## config.mk

```make
export PLATFORM = sky130hd
export DESIGN_NAME = mem_arbiter
export DESIGN_NICKNAME = d
export VERILOG_FILES = /design/src/rtl/mem_arbiter_pkg.sv /design/src/rtl/mem_watchdog.sv /design/src/rtl/mem_arbiter.sv
export SDC_FILE = /design/constraint.sdc
export NUM_CORES = 1
export LEC_CHECK = 0
export CAP_MARGIN = 10
export CORE_MARGIN = 1.5
export CORE_UTILIZATION = 45
export DETAILED_ROUTE_END_ITERATION = 8
export PLACE_DENSITY = 0.85
export SYNTH_ARGS = -nofsm -noshare
export SYNTH_HDL_FRONTEND = slang
export SYNTH_SLANG_ARGS = --single-unit
```

## constraint.sdc

```tcl
create_clock -name clk_i -period 2.89 [get_ports clk_i]
set_input_delay 0.289 -clock clk_i [delete_from_list [all_inputs] [get_ports clk_i]]
set_output_delay 0.289 -clock clk_i [all_outputs]
set_load 0.01 [all_outputs]
```

## src/rtl/mem_arbiter_pkg.sv

```systemverilog
// Shared widths, FSM/owner encodings and the round-robin pick for the
// instruction/data memory arbiter.
package mem_arbiter_pkg;

  localparam int W_OPR = 32;

  typedef enum logic [1:0] {
    ST_IDLE = 2'd0,
    ST_BUSY = 2'd1,
    ST_DONE = 2'd2
  } state_e;

  typedef enum logic {
    OWN_IF = 1'b0,
    OWN_LS = 1'b1
  } owner_e;

  // Lone requester wins; on contention the side that did not go last wins.
  function automatic owner_e pick_owner(input logic if_req, input logic ls_req,
                                        input owner_e last);
    return (ls_req && (!if_req || last == OWN_IF)) ? OWN_LS : OWN_IF;
  endfunction

endpackage

```

## src/rtl/mem_watchdog.sv

```systemverilog
// Wait-cycle counter for one memory access; expired_o flags the last
// permitted cycle of mem_req_o before the access is aborted.
module mem_watchdog #(
  parameter int TIMEOUT = 255,
  parameter int W_TO    = 8
) (
  input  logic clk_i,
  input  logic rst_n_i,
  input  logic clr_i,
  input  logic en_i,
  output logic expired_o
);

  logic [W_TO-1:0] cnt_q, cnt_d;

  always_comb begin
    cnt_d = cnt_q;
    if (clr_i)     cnt_d = '0;
    else if (en_i) cnt_d = cnt_q + 1'b1;
  end

  always_ff @(posedge clk_i or negedge rst_n_i) begin
    if (!rst_n_i) cnt_q <= '0;
    else          cnt_q <= cnt_d;
  end

  assign expired_o = (cnt_q == W_TO'(TIMEOUT - 1));

endmodule

```

## src/rtl/mem_arbiter.sv

```systemverilog
// Round-robin IF / LD-ST arbiter and sequencer for the single-ported memory.
// Every output comes straight from a flop.
module mem_arbiter
  import mem_arbiter_pkg::*;
#(
  parameter int W_OPR   = mem_arbiter_pkg::W_OPR,
  parameter int TIMEOUT = 255,
  parameter int W_TO    = 8
) (
  input  logic             clk_i,
  input  logic             rst_n_i,
  input  logic             if_req_i,
  input  logic [W_OPR-1:0] if_addr_i,
  output logic             if_ack_o,
  output logic [W_OPR-1:0] if_rdata_o,
  input  logic             ls_req_i,
  input  logic [W_OPR-1:0] ls_addr_i,
  input  logic             ls_write_i,
  input  logic [W_OPR-1:0] ls_wdata_i,
  output logic             ls_ack_o,
  output logic [W_OPR-1:0] ls_rdata_o,
  output logic             err_o,
  output logic             busy_o,
  output logic             mem_req_o,
  output logic [W_OPR-1:0] mem_addr_o,
  output logic             mem_we_o,
  output logic [W_OPR-1:0] mem_wdata_o,
  input  logic             mem_ready_i,
  input  logic [W_OPR-1:0] mem_rdata_i
);

  state_e           state_q, state_d;
  owner_e           own_q, own_d, last_q, last_d, grant;
  logic [W_OPR-1:0] addr_q, addr_d, wdata_q, wdata_d;
  logic [W_OPR-1:0] if_rdata_q, if_rdata_d, ls_rdata_q, ls_rdata_d, rd;
  logic             we_q, we_d, req_q, req_d, busy_q, busy_d;
  logic             if_ack_q, if_ack_d, ls_ack_q, ls_ack_d, err_q, err_d;
  logic             wd_clr, wd_en, wd_expired;

  mem_watchdog #(.TIMEOUT(TIMEOUT), .W_TO(W_TO)) u_wd (
    .clk_i     (clk_i),
    .rst_n_i   (rst_n_i),
    .clr_i     (wd_clr),
    .en_i      (wd_en),
    .expired_o (wd_expired)
  );

  assign grant = pick_owner(if_req_i, ls_req_i, last_q);

  always_comb begin
    state_d    = state_q;
    own_d      = own_q;
    last_d     = last_q;
    addr_d     = addr_q;
    we_d       = we_q;
    wdata_d    = wdata_q;
    req_d      = req_q;
    busy_d     = busy_q;
    if_rdata_d = if_rdata_q;
    ls_rdata_d = ls_rdata_q;
    if_ack_d   = 1'b0;
    ls_ack_d   = 1'b0;
    err_d      = 1'b0;
    wd_clr     = 1'b0;
    wd_en      = 1'b0;
    rd         = '0;
    case (state_q)
      ST_IDLE: begin
        if (if_req_i || ls_req_i) begin
          own_d   = grant;
          last_d  = grant;
          addr_d  = (grant == OWN_LS) ? ls_addr_i : if_addr_i;
          we_d    = (grant == OWN_LS) && ls_write_i;
          wdata_d = (grant == OWN_LS) ? ls_wdata_i : '0;
          wd_clr  = 1'b1;
          req_d   = 1'b1;
          busy_d  = 1'b1;
          state_d = ST_BUSY;
        end
      end
      ST_BUSY: begin
        // Ready in the final permitted cycle still completes normally.
        if (mem_ready_i || wd_expired) begin
          rd = (mem_ready_i && !we_q) ? mem_rdata_i : '0;
          if (own_q == OWN_LS) begin
            ls_rdata_d = rd;
            ls_ack_d   = 1'b1;
          end else begin
            if_rdata_d = rd;
            if_ack_d   = 1'b1;
          end
          err_d   = !mem_ready_i;
          req_d   = 1'b0;
          state_d = ST_DONE;
        end else begin
          wd_en = 1'b1;
        end
      end
      ST_DONE: begin
        busy_d  = 1'b0;
        state_d = ST_IDLE;
      end
      default: begin
        req_d   = 1'b0;
        busy_d  = 1'b0;
        state_d = ST_IDLE;
      end
    endcase
  end

  always_ff @(posedge clk_i or negedge rst_n_i) begin
    if (!rst_n_i) begin
      state_q    <= ST_IDLE;
      own_q      <= OWN_IF;
      last_q     <= OWN_IF;
      addr_q     <= '0;
      we_q       <= 1'b0;
      wdata_q    <= '0;
      req_q      <= 1'b0;
      busy_q     <= 1'b0;
      if_rdata_q <= '0;
      ls_rdata_q <= '0;
      if_ack_q   <= 1'b0;
      ls_ack_q   <= 1'b0;
      err_q      <= 1'b0;
    end else begin
      state_q    <= state_d;
      own_q      <= own_d;
      last_q     <= last_d;
      addr_q     <= addr_d;
      we_q       <= we_d;
      wdata_q    <= wdata_d;
      req_q      <= req_d;
      busy_q     <= busy_d;
      if_rdata_q <= if_rdata_d;
      ls_rdata_q <= ls_rdata_d;
      if_ack_q   <= if_ack_d;
      ls_ack_q   <= ls_ack_d;
      err_q      <= err_d;
    end
  end

  assign if_ack_o    = if_ack_q;
  assign if_rdata_o  = if_rdata_q;
  assign ls_ack_o    = ls_ack_q;
  assign ls_rdata_o  = ls_rdata_q;
  assign err_o       = err_q;
  assign busy_o      = busy_q;
  assign mem_req_o   = req_q;
  assign mem_addr_o  = addr_q;
  assign mem_we_o    = we_q;
  assign mem_wdata_o = wdata_q;

endmodule

```

Figure 1. Congestion heat map (run 1).
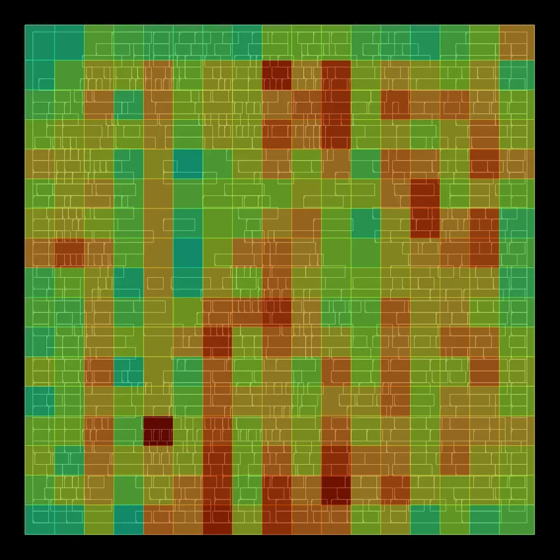
met1 usage: 28.3%
met3 GRT Util: 5.89%
Finished Core Util: 71.3%
wire per inst: 16.7 um

Figure 2. Metal 4 (run 1).
Scale: 2 px per um. Cells faint in the background.
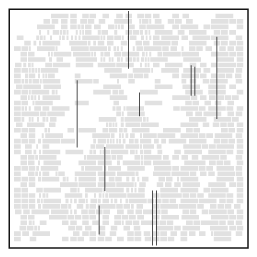
- share of all routed wire: 1.5%
- nets with wire on the layer: 8
- main direction: vertical
vias: 5046
WL final: 16000 um

Figure 3. Met1 routing (run 1).
Scale: 3 px per um. Cells faint in the background.
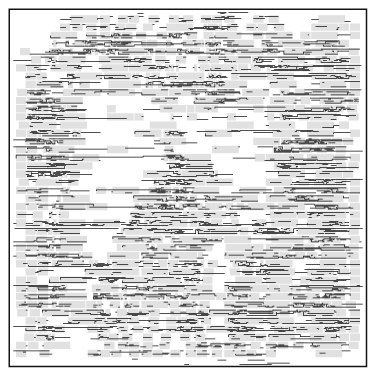
- wire length on this layer: 6360 um
- main direction: horizontal
- longest straight run: 34.5 um

==> impl_metrics.py, run 1 <==
# Physical implementation metrics
metrics = {
    "outcome": {
        "outcome": "complete, but fails checks",
        "violations": "negative hold slack",
    },
    "yosys": {
        "synth_area_mm2": 0.00601,
        "top_cell_area_share_pct": 60.3,
        "edf_count": 0,
        "largest_area_cell": "dfrtp_1",
        "top_cells_by_area": "dfrtp_1 60%, a32o_1 11%, nand2_1 6.6%",
        "postSynthSeqShare_pct": 60.3,
        "yosys-top-cells-count": "145 x dfrtp_1, 105 x nand2_1, 64 x a32o_1",
        "ys_cells": 510,
        "ff_type": "dfrtp_1",
        "numSynthFlops": 145,
        "synthArstFlopShare_pct": 100,
        "syn_area_per_cell_um2": 11.8,
        "post-synth-top-count-cell": "dfrtp_1",
        "syn_nets": 646,
        "yosys_warnings": 0,
        "ys_area_mm2": 0.00601,
        "ys_types": 36,
        "synthCells": 510,
    },
    "cells_and_area": {
        "fillers": 922,
        "drive_above_1_share_pct": 7.08,
        "antenna_cells": 0,
        "layout_top_cells": "266 x clkdlybuf4s50_1, 145 x dfrtp_1, 105 x nand2_1",
        "lay_top_count": "clkdlybuf4s50_1",
        "area_delta_synth_final_pct": 55.8,
        "nets": 900,
    },
    "clocking": {
        "clk_path_buf_depth": 2,
        "clk_latency_ns": 0.41,
        "post_cts.repair.setup_buffers": 0,
        "numCtsBuffers": 17,
        "holdBufCountCts": 0,
        "tritoncts": "done",
        "htree_levels": 4,
        "cts_resized": 0,
        "path_clk_slew_ns": 0.06,
        "cts_root_buf": "clkbuf_16",
        "clkSinkCount": 145,
    },
    "timing": {
        "slew_headroom_pct": 41.7,
        "rsz0062_at_grt": "no",
        "slew_violations": 0,
        "finalClockSkew_ns": 0.00824,
        "post-route-min-period_ns": 1.94,
        "tns_ns": 0,
        "max_freq_mhz": 515,
        "setup_viol": 0,
        "whs_ns": -0.00788,
        "period_used_pct": 67.2,
        "tightest_slew_ns": 0.874,
        "hold_viol": 16,
    },
    "route": {
        "drtAntennaViolNets": 0,
        "drtIter0Drc": 292,
        "drc": 0,
        "met1_length_um": 6360,
        "wl_met2_um": 8240,
        "dr.pass1.iters": 4,
        "via_per_inst": 5.29,
        "routed.top_layer": "met4",
        "route.met3.wl_um": 1120,
    },
    "worst_setup_path": {
        "crit_slowest_cell": "or3_2",
        "crit_fanout": 43,
        "crit_chain": "or3_2 -> buf_4 -> nand2_1 -> nand2_1",
        "start_kind": "flip-flop",
        "crit_arrival_ns": 2.22,
        "crit_required_ns": 3.17,
        "path_delay_family": "simple AND/OR/NAND/NOR gates",
        "critPathBufInv": 1,
        "critical_path_class": "reg -> reg",
        "slowest_delay_ns": 0.82,
        "reg2reg_slack_ns": 0.95,
        "crit_path_frequent_cell": "nand2_1",
        "endpoint_kind": "flip-flop",
    },
    "worst_hold_path": {
        "hp-class": "in -> async",
    },
    "power": {
        "combPwrFrac_pct": 42.4,
        "sequentialPower_w": 0.00352,
        "vdd_drop_max_mv": 0.437,
        "p_clk_share_pct": 22.8,
        "p_leak_nw": 4.14,
        "p_comb_w": 0.00429,
        "power_leader": "combinational logic",
        "p_clk_w": 0.00231,
        "power_density_mw_per_mm2": 1080,
        "p_int_w": 0.00675,
        "p_sw_w": 0.00336,
        "pwr-share-seq_pct": 34.8,
        "netSwitchingFraction_pct": 33.2,
    },
    "run": {
        "warnings": 29,
        "drv_cap": 0,
    },
    "global_routing": {
        "grtUsageTotal_pct": 23.5,
        "grt_max_degree": 102,
        "grt_pass1_vias": 5127,
        "use_met2_pct": 41.2,
        "grt_pass1_wl_um": 26100,
        "antenna_found_initial": 0,
        "grt_overflow_total": 0,
        "grt_busiest_layer": "met2",
    },
    "die": {
        "io_pins": 268,
        "fp_util_pct": 45.8,
        "coreArea_mm2": 0.0131,
        "die-area_mm2": 0.0141,
        "dieWidth_um": 119,
        "std_cell_rows": 42,
        "die_h_um": 119,
    },
    "place": {
        "io_buffers": 267,
        "hpwl_um": 11200,
        "routabilityCongestion": 0.788,
    },
}
==> run 1: metrics by stage <==
stage | setup WS [ns] | util (%) | cell area [um^2] | total power [W] | instances
CTS | 0.952 | 71.3 | 9370 | 0.0102 | 953
global route | 0.844 | 71.3 | 9370 | 0.0107 | 953
detailed placement | 0.542 | 66.5 | 8740 | 0.00784 | 921
floorplan | 1.35 | - | 6010 | 0.00547 | 510
finish | 0.949 | 71.3 | 9370 | 0.0101 | 953
global placement | 0.646 | 66.5 | 8740 | 0.00769 | 921
==> run 1: cell type report <==
type                    count  area [um^2]  area share [%]
clock buffers              18          429            4.58
clock inverters            14          201            2.15
inverters                   7         26.3           0.280
multi-input cells         316         2080            22.2
flip-flops and latches    145         3630            38.7
well taps                 176          220            2.35
repair buffers            277         2790            29.7
==> run 1: logic make-up (layout without fill, tap and decap cells) <==
| group | Yosys count | after routing | synth area share, % |
|---|---|---|---|
| DFF | 145 | 145 | 60.3 |
| AOI/OAI and AO/OA | 115 | 115 | 15.8 |
| buffers and inverters | 49 | 316 | 5.49 |
| adders and majority gates | 2 | 2 | 0.416 |
| muxes | 32 | 32 | 5.33 |
| and+or+nand+nor | 167 | 167 | 12.7 |
==> run 1: worst paths after layout <==
| check | from | endpoint | cells past startpoint |
|---|---|---|---|
| setup / recovery | state_q[1] | mem_wdata_o[7] | 4 |
| hold / removal | rst_n_i | if_rdata_o[4] | 1 |
| setup reg to reg | state_q[1] | mem_wdata_o[7] | 4 |
| hold reg to reg | mem_wdata_o[5] | mem_wdata_o[5] | 2 |
| max in group asynchronous | rst_n_i | state_q[1] | 2 |
| min in group clk_i | ls_wdata_i[22] | mem_wdata_o[22] | 3 |
## Run 2: what changed since run 1
Settings changed: CORE_UTILIZATION 45 to 42, PLACE_DENSITY 0.85 to 0.8.
Clock period 2.89 ns to 1.8 ns, I/O delays scaled along.
==> run 2 against run 1 <==
The flow now finishes without violations. Sequential power up about 60%. Non-clock buffer count increased by 13. Via count rose by 2.2%. Worst setup slack got worse by 0.81 ns. Worst hold slack better by 0.27 ns. Critical endpoint is now ls_rdata_o[17]. Largest cell class unchanged.
==> impl_metrics.py, run 2 <==
# Physical implementation metrics
metrics = {
    "clocking": {
        "htree_levels": 4,
        "path_clk_slew_ns": 0.06,
        "cts_root_buf": "clkbuf_16",
        "clk_path_buf_depth": 2,
        "clkSinkCount": 145,
        "numCtsBuffers": 17,
        "tritoncts": "done",
        "clk_latency_ns": 0.42,
    },
    "worst_setup_path": {
        "path_delay_family": "flip-flops",
        "critPathBufInv": 2,
        "endpoint_kind": "flip-flop",
        "crit_slowest_cell": "dfrtp_1",
        "slowest_delay_ns": 0.42,
        "endpoint": "ls_rdata_o[17]",
        "crit_chain": "inv_1 -> ha_1 -> nand3_2 -> nor2_8 -> o21ai_4 -> buf_12 -> a32o_1",
        "crit_required_ns": 2.10,
        "start_kind": "flip-flop",
        "r2r_start": "u_wd.cnt_q[0]",
        "crit_arrival_ns": 1.96,
        "reg2reg_slack_ns": 0.14,
        "cp.depth": 7,
        "crit_fanout": 33,
        "rr_endpoint": "ls_rdata_o[17]",
        "r2r_cells": 7,
        "critical_path_class": "reg -> reg",
        "cp-startpoint": "u_wd.cnt_q[0]",
    },
    "yosys": {
        "yosys_warnings": 0,
        "synth_area_mm2": 0.00601,
        "synthArstFlopShare_pct": 100,
        "postSynthSeqShare_pct": 60.3,
        "ys_area_mm2": 0.00601,
        "numSynthFlops": 145,
        "top_cells_by_area": "dfrtp_1 60%, a32o_1 11%, nand2_1 6.6%",
        "synthCells": 510,
        "edf_count": 0,
        "largest_area_cell": "dfrtp_1",
        "top_cell_area_share_pct": 60.3,
        "post-synth-top-count-cell": "dfrtp_1",
        "ys_cells": 510,
        "ff_type": "dfrtp_1",
        "yosys-top-cells-count": "145 x dfrtp_1, 105 x nand2_1, 64 x a32o_1",
        "ys_types": 36,
        "syn_area_per_cell_um2": 11.8,
        "syn_nets": 646,
    },
    "global_routing": {
        "grtUsageTotal_pct": 22.9,
        "grt_max_degree": 78,
        "grt_overflow_total": 0,
        "grt_pass1_wl_um": 26100,
        "antenna_found_initial": 0,
        "grt_pass1_vias": 5198,
    },
    "timing": {
        "hold_viol": 0,
        "period_used_pct": 92.1,
        "tightest_slew_ns": 0.424,
        "max_freq_mhz": 603,
        "setup_slack_ns": 0.142,
        "rsz0062_at_grt": "no",
        "post-route-min-period_ns": 1.66,
        "tns_ns": 0,
        "whs_ns": 0.261,
        "slew_headroom_pct": 71.7,
        "setup_viol": 0,
        "slew_violations": 0,
        "finalClockSkew_ns": 0.00546,
    },
    "cells_and_area": {
        "lay_top_count": "clkdlybuf4s50_1",
        "regArea_mm2": 0.00363,
        "drive_above_1_share_pct": 8.61,
        "finish.utilization_pct": 68.6,
        "antenna_cells": 0,
        "fillers": 1006,
        "nets": 913,
        "area_delta_synth_final_pct": 58.9,
        "finalNonFillerCells": 970,
        "stdcell_area_mm2": 0.00955,
        "logic_area_mm2": 0.00208,
        "layout_top_cells": "266 x clkdlybuf4s50_1, 145 x dfrtp_1, 105 x nand2_1",
    },
    "route": {
        "drtAntennaViolNets": 0,
        "met1_length_um": 6520,
        "routed.top_layer": "met4",
        "wl_met2_um": 8410,
        "drc": 0,
        "via_per_inst": 5.32,
        "wire_per_inst_um": 17.1,
        "route.met3.wl_um": 1250,
        "dr.pass1.iters": 5,
        "drtIter0Drc": 393,
    },
    "power": {
        "p_sw_w": 0.00542,
        "vdd_drop_max_mv": 0.824,
        "pwr-share-seq_pct": 34.3,
        "p_clk_share_pct": 22.6,
        "power.total_w": 0.0164,
        "p_int_w": 0.0110,
        "netSwitchingFraction_pct": 33.0,
        "combPwrFrac_pct": 43.1,
        "p_leak_nw": 4.24,
        "power_density_mw_per_mm2": 1720,
    },
    "place": {
        "hpwl_um": 11900,
        "dp_slack_ns": -0.00121,
        "dpl_cell_area_mm2": 0.00891,
        "place_inst": 937,
        "routabilityCongestion": 0.797,
        "io_buffers": 267,
    },
    "die": {
        "die-area_mm2": 0.0150,
        "std_cell_rows": 43,
        "coreArea_mm2": 0.0139,
        "dieWidth_um": 123,
        "io_pins": 268,
        "die_h_um": 123,
        "fp_util_pct": 43.2,
    },
    "worst_hold_path": {
        "hp-class": "in -> async",
    },
    "run": {
        "drv_cap": 0,
        "warnings": 27,
    },
    "outcome": {
        "outcome": "finished clean",
    },
}
-- run 2: layout make-up --
type                       count  area share [%]
tap                          180            2.36
sequential                   145            38.0
clock buffer                  19            4.64
inverter                       7           0.275
timing repair buffer         290            31.0
multi-input combinational    316            21.8
clock inverter                13            1.93
-- run 2: kinds of logic (layout without fill, tap and decap cells) --
logic type	after synthesis	after routing	share of synthesized area, %
buf+inv	49	329	5.49
fa+ha+maj	2	2	0.416
mux	32	32	5.33
compound gates	115	115	15.8
simple gates	167	167	12.7
flops	145	145	60.3
-- run 2: worst min-delay path by stage --
stage,from,depth (start not counted),end,slack [ns]
2_1_floorplan,rst_n_i,0,busy_o,-0.12
3_3_place_gp,rst_n_i,1,if_rdata_o[6],0.12
3_5_place_dp,rst_n_i,1,ls_rdata_o[6],0.13
4_1_cts,rst_n_i,2,mem_wdata_o[5],0.25
5_1_grt,rst_n_i,2,if_rdata_o[13],0.29
6_report,rst_n_i,2,ls_rdata_o[6],0.26
-- run 2: power by group through the flow --
stage	Clock (W)	Sequential (W)	Combinational [W]
after floorplan	0	0.00623	0.00255
after global placement	0	0.00561	0.00694
after detailed placement	0	0.00567	0.00714
after CTS	0.00378	0.00565	0.00717
after global routing	0.00395	0.00581	0.00767
final	0.00372	0.00563	0.00709
-- run 2: metal layers --
layer  vias to the layer above  global-route usage, %
li1                       2389                      -
met1                      2466                   27.0
met2                       268                   39.4
met3                        34                   6.13
met4                         0                   9.59
met5                         -                      0
-- run 2: repair_timing --
| item | in CTS | in global routing |
|---|---|---|
| endpoints found under the setup margin | 0 | 6 |
| endpoints found under the hold margin | 38 | 0 |
| setup buffers | 0 | 0 |
| hold buffers | 1 | 0 |
| gates resized | 0 | 2 |
Figure 4. Metal 2 (run 2).
Scale: 4 px per um.
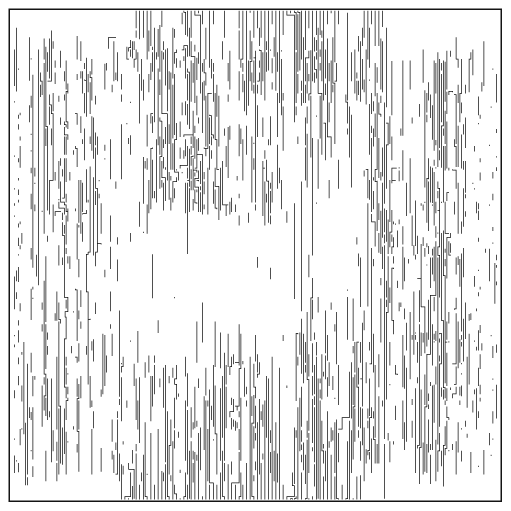
- wire length on this layer: 8410 um
- longest straight run: 58.8 um
- nets with wire on the layer: 804
- main direction: vertical
WL final: 16600 um
vias: 5157
met2 Track Usage GR: 39.4%

Power figures rest on the tool's default switching activity, not on a simulated workload.
